File: src/rtl/core_seq.sv
// ---------------------------------------------------------------------------
// core_seq - multi-cycle control sequencer for the RV32I core.
//
// Walks one instruction at a time through fetch, decode, execute, optional
// data-memory access and writeback. Owns the PC, the retired-instruction
// counter and trap/halt reporting. The 3-bit state code is exported so the
// register file can key its read (3) and write (7) cycles off it.
//
// state | meaning
// ------+---------------------------------------------------------------
//   0   | IDLE       : parked; start clears trap info and resumes at pc
//   1   | FETCH      : imem_req high, waiting for imem_ready
//   2   | FETCH_WAIT : waiting for imem_rvalid (bus timeout applies)
//   3   | DECODE     : register-file operand read
//   4   | EXECUTE    : sample decoder/ALU results, pick next step or trap
//   5   | MEM        : dmem_req high, waiting for dmem_ready
//   6   | MEM_WAIT   : waiting for dmem_rvalid (bus timeout applies)
//   7   | WRITEBACK  : register-file write, pc update, retire pulse
//
// Ports:
//   clk, rst                      clock (rising edge), async active-high reset
//   start                         begin/resume execution (IDLE only)
//   state                         current sequencer state code
//   pc                            address of the current instruction
//   imem_req/ready/rvalid/rdata   instruction-fetch handshake
//   instr                         latched instruction word
//   is_load/is_store/halt_req     decoder flags, sampled in EXECUTE
//   branch_taken/branch_target    ALU redirect, sampled in EXECUTE
//   dmem_req/we/ready/rvalid      data-memory handshake
//   retire                        one-cycle pulse per completed instruction
//   instret                       retired-instruction count (wraps)
//   halted, cause                 trap status (1 halt_req, 2 timeout, 3 misaligned)
// ---------------------------------------------------------------------------
module core_seq #(
  parameter logic [31:0] RESET_PC = 32'h0000_0000,
  parameter int unsigned TIMEOUT  = 16
) (
  input  logic        clk,
  input  logic        rst,
  input  logic        start,
  output logic [2:0]  state,
  output logic [31:0] pc,
  output logic        imem_req,
  input  logic        imem_ready,
  input  logic        imem_rvalid,
  input  logic [31:0] imem_rdata,
  output logic [31:0] instr,
  input  logic        is_load,
  input  logic        is_store,
  input  logic        halt_req,
  input  logic        branch_taken,
  input  logic [31:0] branch_target,
  output logic        dmem_req,
  output logic        dmem_we,
  input  logic        dmem_ready,
  input  logic        dmem_rvalid,
  output logic        retire,
  output logic [31:0] instret,
  output logic        halted,
  output logic [1:0]  cause
);

  typedef enum logic [2:0] {
    S_IDLE       = 3'd0,
    S_FETCH      = 3'd1,
    S_FETCH_WAIT = 3'd2,
    S_DECODE     = 3'd3,
    S_EXECUTE    = 3'd4,
    S_MEM        = 3'd5,
    S_MEM_WAIT   = 3'd6,
    S_WRITEBACK  = 3'd7
  } state_t;

  localparam logic [1:0] CAUSE_HALT    = 2'd1;
  localparam logic [1:0] CAUSE_TIMEOUT = 2'd2;
  localparam logic [1:0] CAUSE_ALIGN   = 2'd3;

  // Trap fires when the counter is on its last allowed cycle without valid,
  // i.e. after exactly TIMEOUT cycles spent in the wait state.
  localparam logic [15:0] WAIT_LAST = 16'(TIMEOUT - 1);

  state_t      state_q, state_d;

  logic [31:0] pc_q;
  logic [31:0] instr_q;
  logic        load_q;
  logic        store_q;
  logic        taken_q;
  logic [31:0] target_q;
  logic [31:0] instret_q;
  logic        halted_q;
  logic [1:0]  cause_q;
  logic [15:0] wait_cnt_q;

  logic        latch_instr;
  logic        latch_exec;
  logic        cnt_clr;
  logic        cnt_inc;
  logic        trap;
  logic [1:0]  trap_cause;
  logic        trap_clr;
  logic        commit;
  logic        wait_expired;

  assign wait_expired = (wait_cnt_q == WAIT_LAST);

  always_ff @(posedge clk or posedge rst) begin
    if (rst) begin
      state_q <= S_IDLE;
    end else begin
      state_q <= state_d;
    end
  end

  always_comb begin
    state_d     = state_q;
    imem_req    = 1'b0;
    dmem_req    = 1'b0;
    dmem_we     = 1'b0;
    retire      = 1'b0;
    latch_instr = 1'b0;
    latch_exec  = 1'b0;
    cnt_clr     = 1'b0;
    cnt_inc     = 1'b0;
    trap        = 1'b0;
    trap_cause  = 2'd0;
    trap_clr    = 1'b0;
    commit      = 1'b0;

    unique case (state_q)
      S_IDLE: begin
        if (start) begin
          trap_clr = 1'b1;
          state_d  = S_FETCH;
        end
      end

      S_FETCH: begin
        imem_req = 1'b1;
        if (imem_ready) begin
          cnt_clr = 1'b1;
          state_d = S_FETCH_WAIT;
        end
      end

      S_FETCH_WAIT: begin
        if (imem_rvalid) begin
          latch_instr = 1'b1;
          state_d     = S_DECODE;
        end else begin
          cnt_inc = 1'b1;
          if (wait_expired) begin
            trap       = 1'b1;
            trap_cause = CAUSE_TIMEOUT;
            state_d    = S_IDLE;
          end
        end
      end

      S_DECODE: begin
        state_d = S_EXECUTE;
      end

      S_EXECUTE: begin
        latch_exec = 1'b1;
        if (halt_req) begin
          trap       = 1'b1;
          trap_cause = CAUSE_HALT;
          state_d    = S_IDLE;
        end else if (branch_taken && (branch_target[1:0] != 2'b00)) begin
          trap       = 1'b1;
          trap_cause = CAUSE_ALIGN;
          state_d    = S_IDLE;
        end else if (is_load || is_store) begin
          state_d = S_MEM;
        end else begin
          state_d = S_WRITEBACK;
        end
      end

      S_MEM: begin
        dmem_req = 1'b1;
        dmem_we  = store_q;
        if (dmem_ready) begin
          // A store completes on acceptance; a load still needs its data.
          if (store_q) begin
            state_d = S_WRITEBACK;
          end else begin
            cnt_clr = 1'b1;
            state_d = S_MEM_WAIT;
          end
        end
      end

      S_MEM_WAIT: begin
        if (dmem_rvalid) begin
          state_d = S_WRITEBACK;
        end else begin
          cnt_inc = 1'b1;
          if (wait_expired) begin
            trap       = 1'b1;
            trap_cause = CAUSE_TIMEOUT;
            state_d    = S_IDLE;
          end
        end
      end

      S_WRITEBACK: begin
        retire  = 1'b1;
        commit  = 1'b1;
        state_d = S_FETCH;
      end

      default: begin
        state_d = S_IDLE;
      end
    endcase
  end

  always_ff @(posedge clk or posedge rst) begin
    if (rst) begin
      pc_q       <= RESET_PC;
      instr_q    <= 32'd0;
      load_q     <= 1'b0;
      store_q    <= 1'b0;
      taken_q    <= 1'b0;
      target_q   <= 32'd0;
      instret_q  <= 32'd0;
      halted_q   <= 1'b0;
      cause_q    <= 2'd0;
      wait_cnt_q <= 16'd0;
    end else begin
      if (latch_instr) begin
        instr_q <= imem_rdata;
      end

      if (latch_exec) begin
        load_q   <= is_load;
        store_q  <= is_store;
        taken_q  <= branch_taken;
        target_q <= branch_target;
      end

      if (cnt_clr) begin
        wait_cnt_q <= 16'd0;
      end else if (cnt_inc) begin
        wait_cnt_q <= wait_cnt_q + 16'd1;
      end

      if (trap_clr) begin
        halted_q <= 1'b0;
        cause_q  <= 2'd0;
      end else if (trap) begin
        halted_q <= 1'b1;
        cause_q  <= trap_cause;
      end

      // pc only moves on commit, so a trapped instruction leaves pc on itself.
      if (commit) begin
        pc_q      <= taken_q ? target_q : (pc_q + 32'd4);
        instret_q <= instret_q + 32'd1;
      end
    end
  end

  assign state   = state_q;
  assign pc      = pc_q;
  assign instr   = instr_q;
  assign instret = instret_q;
  assign halted  = halted_q;
  assign cause   = cause_q;

endmodule

File: config.mk
export PLATFORM = sky130hd
export DESIGN_NAME = core_seq
export DESIGN_NICKNAME = d
export VERILOG_FILES = /design/src/rtl/core_seq.sv
export SDC_FILE = /design/constraint.sdc
export NUM_CORES = 1
export LEC_CHECK = 0
export ABC_AREA = 1
export CORE_MARGIN = 1
export CORE_UTILIZATION = 45
export CTS_BUF_LIST = sky130_fd_sc_hd__clkbuf_4
export DETAILED_ROUTE_END_ITERATION = 8
export GPL_TIMING_DRIVEN = 1
export PLACE_DENSITY = 0.82
export SLEW_MARGIN = 20
export SYNTH_ARGS = -nofsm -noshare
export SYNTH_HDL_FRONTEND = slang
export SYNTH_SLANG_ARGS = --single-unit
File: constraint.sdc
create_clock -name clk -period 6 [get_ports clk]
set_input_delay 1.2 -clock clk [delete_from_list [all_inputs] [get_ports clk]]
set_output_delay 1.2 -clock clk [all_outputs]
set_load 0.01 [all_outputs]
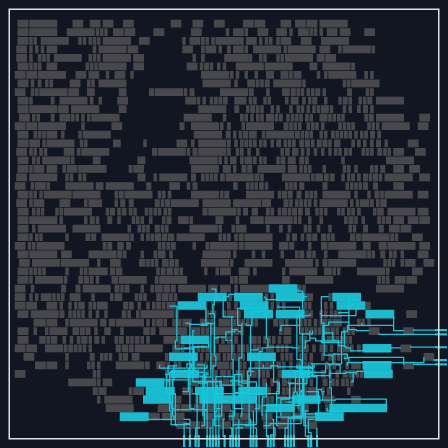
(images/port_nets.png)
colour	port	bits	direction	edge	end cells	wire
cyan	`instret`	32	output	27 south, 5 east	32	1700 µm

==> ci_impl_report.md <==
### Metrics collected by this job

| Metric | Value |
|---|---|
| Drt pass-1 iters | 6 |
| GP Congestion | 0.9523 |
| Cell area after synthesis | between 8000 and 9000 µm² |
| Post-CTS Hold Fix Bufs | 0 |
| Post-synth cell types | a little over 40 |
| Routed vias | 7954 |
| Logic share of the area | a little over a third |
| Chip area | roughly 19000 µm² |
| Clkbuf count | 20 |
| Area share, top type | between 40% and 50% |
| Min-Delay Path Class | reg2reg |
| Hold path start | pc[1] |
| H-tree levels | 4 |
| Inverter count | 106 |
| R2R setup slack | a little under 3000 ps |
| Setup Fix Bufs, Post-CTS | 0 |
| Total gr overflow | 0 |
| Ant. Diodes | 1 |
| CTS resizes | 0 |
| Die Wd | 136.3 µm |
| Yosys Chip Area | a little over 8000 µm² |
| Fill count | roughly 1600 |
| Die y size | approximately 140 µm |
| Placed cell count | around 1500 |
| CTS sink count | about 150 |
| Number of global-route vias before repair | just over 7000 |
| Tapcell count | between 200 and 250 |
| CP Launch Point | state[0] |
| Non-CTS buffers | ~180 |
| ClkCell Share | under 10% |
| DP Wirelength | ~16000 µm |
| Max-slew headroom | just over 30% |
| Post-Syn Instances | 1135 |
| WL final | around 22000 µm |
| Met3 Wirelength | 1701 µm |
| Logic depth of the worst path, buffers included | 3 |
| Dominant register cell | dfrtp_1 |
| Worst path max stage delay | roughly 630 ps |
| Critical path startpoint category | flip-flop |
| Met2 usage | about two fifths |
| Area grow syn2layout | 27.36% |
| Top power group | sequential cells |
| Critical Path RT | 4800 ps |
| Fraction of power spent switching nets | 39.61% |
| Yosys warning total | 0 |
| P_clk | around 590 µW |
| Power Total | ~3.8 mW |
| Critical path arrival | 2850 ps |
| Crit path time final | roughly 4100 ps |
| Tool Warnings | 28 |
| Slowest CP cell | clkdlybuf4s50_1 |
| CTS tree | yes |
| Crit-path cells | nand3_4 > clkinv_2 > clkdlybuf4s50_1 |
| Worst r2r dst | pc[2] |
| AND-OR/OR-AND Cells, Area Fraction | between 6 and 7% |
| Top delay family on crit path | buffers and inverters |
| Clock buffer depth | 2 |
| Nets | 1387 |
| Largest net degree at the start of global routing | approximately 120 |
| Core area | between 15000 and 20000 µm² |
| Flops | ~150 |
| Maxcap violations | 0 |
| Most used logic cell in the final layout | nand2_1 |
| Non-clk buf share | between 10% and 20% |
| Final Max Tran Viols | 0 |
| First-pass GRT wire length | ~36000 µm |
| Flop pwr share | a little under half |
| Hold Fails Final Rpt | 0 |
| Sequential cell area | around 3800 µm² |
| Final worst path period share | 67.53% |
| GR peak layer | met2 |
| Syn Area/Cell | between 7 and 8 µm² |
| Power share of the combinational group | 39.3% |
| Placement Setup Slack | 2548 ps |
| Dominant comb cell | simple AND/OR/NAND/NOR gates |
| Logic power comb | approximately 1.5 mW |
| Asr flop ratio synth | 100.0% |
| I/O pin count | around 180 |
| P_leak | 4.846 nW |
| # Cells Yosys | 1135 |
| Routed WL per cell | 14.39 µm |
| And+or+nand+nor area frac | 37.93% |
| Fp_density | 46.43% |
| Comb gates | roughly 850 |
| Antenna-violating nets left | 0 |
| Final tally of setup violations | 0 |
| Clk_lat worst skew | 560 ps |
| Outcome | complete, no violations |
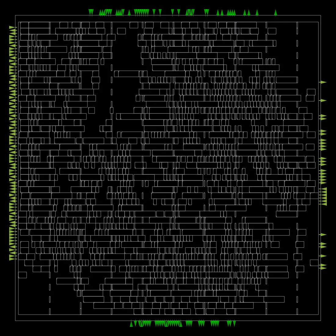
(images/final_placement.png)
flop share of the area: 36.81%
cell row count: 48
Post-Layout Cell Count: 1548

Power and IR drop assume default switching activity.
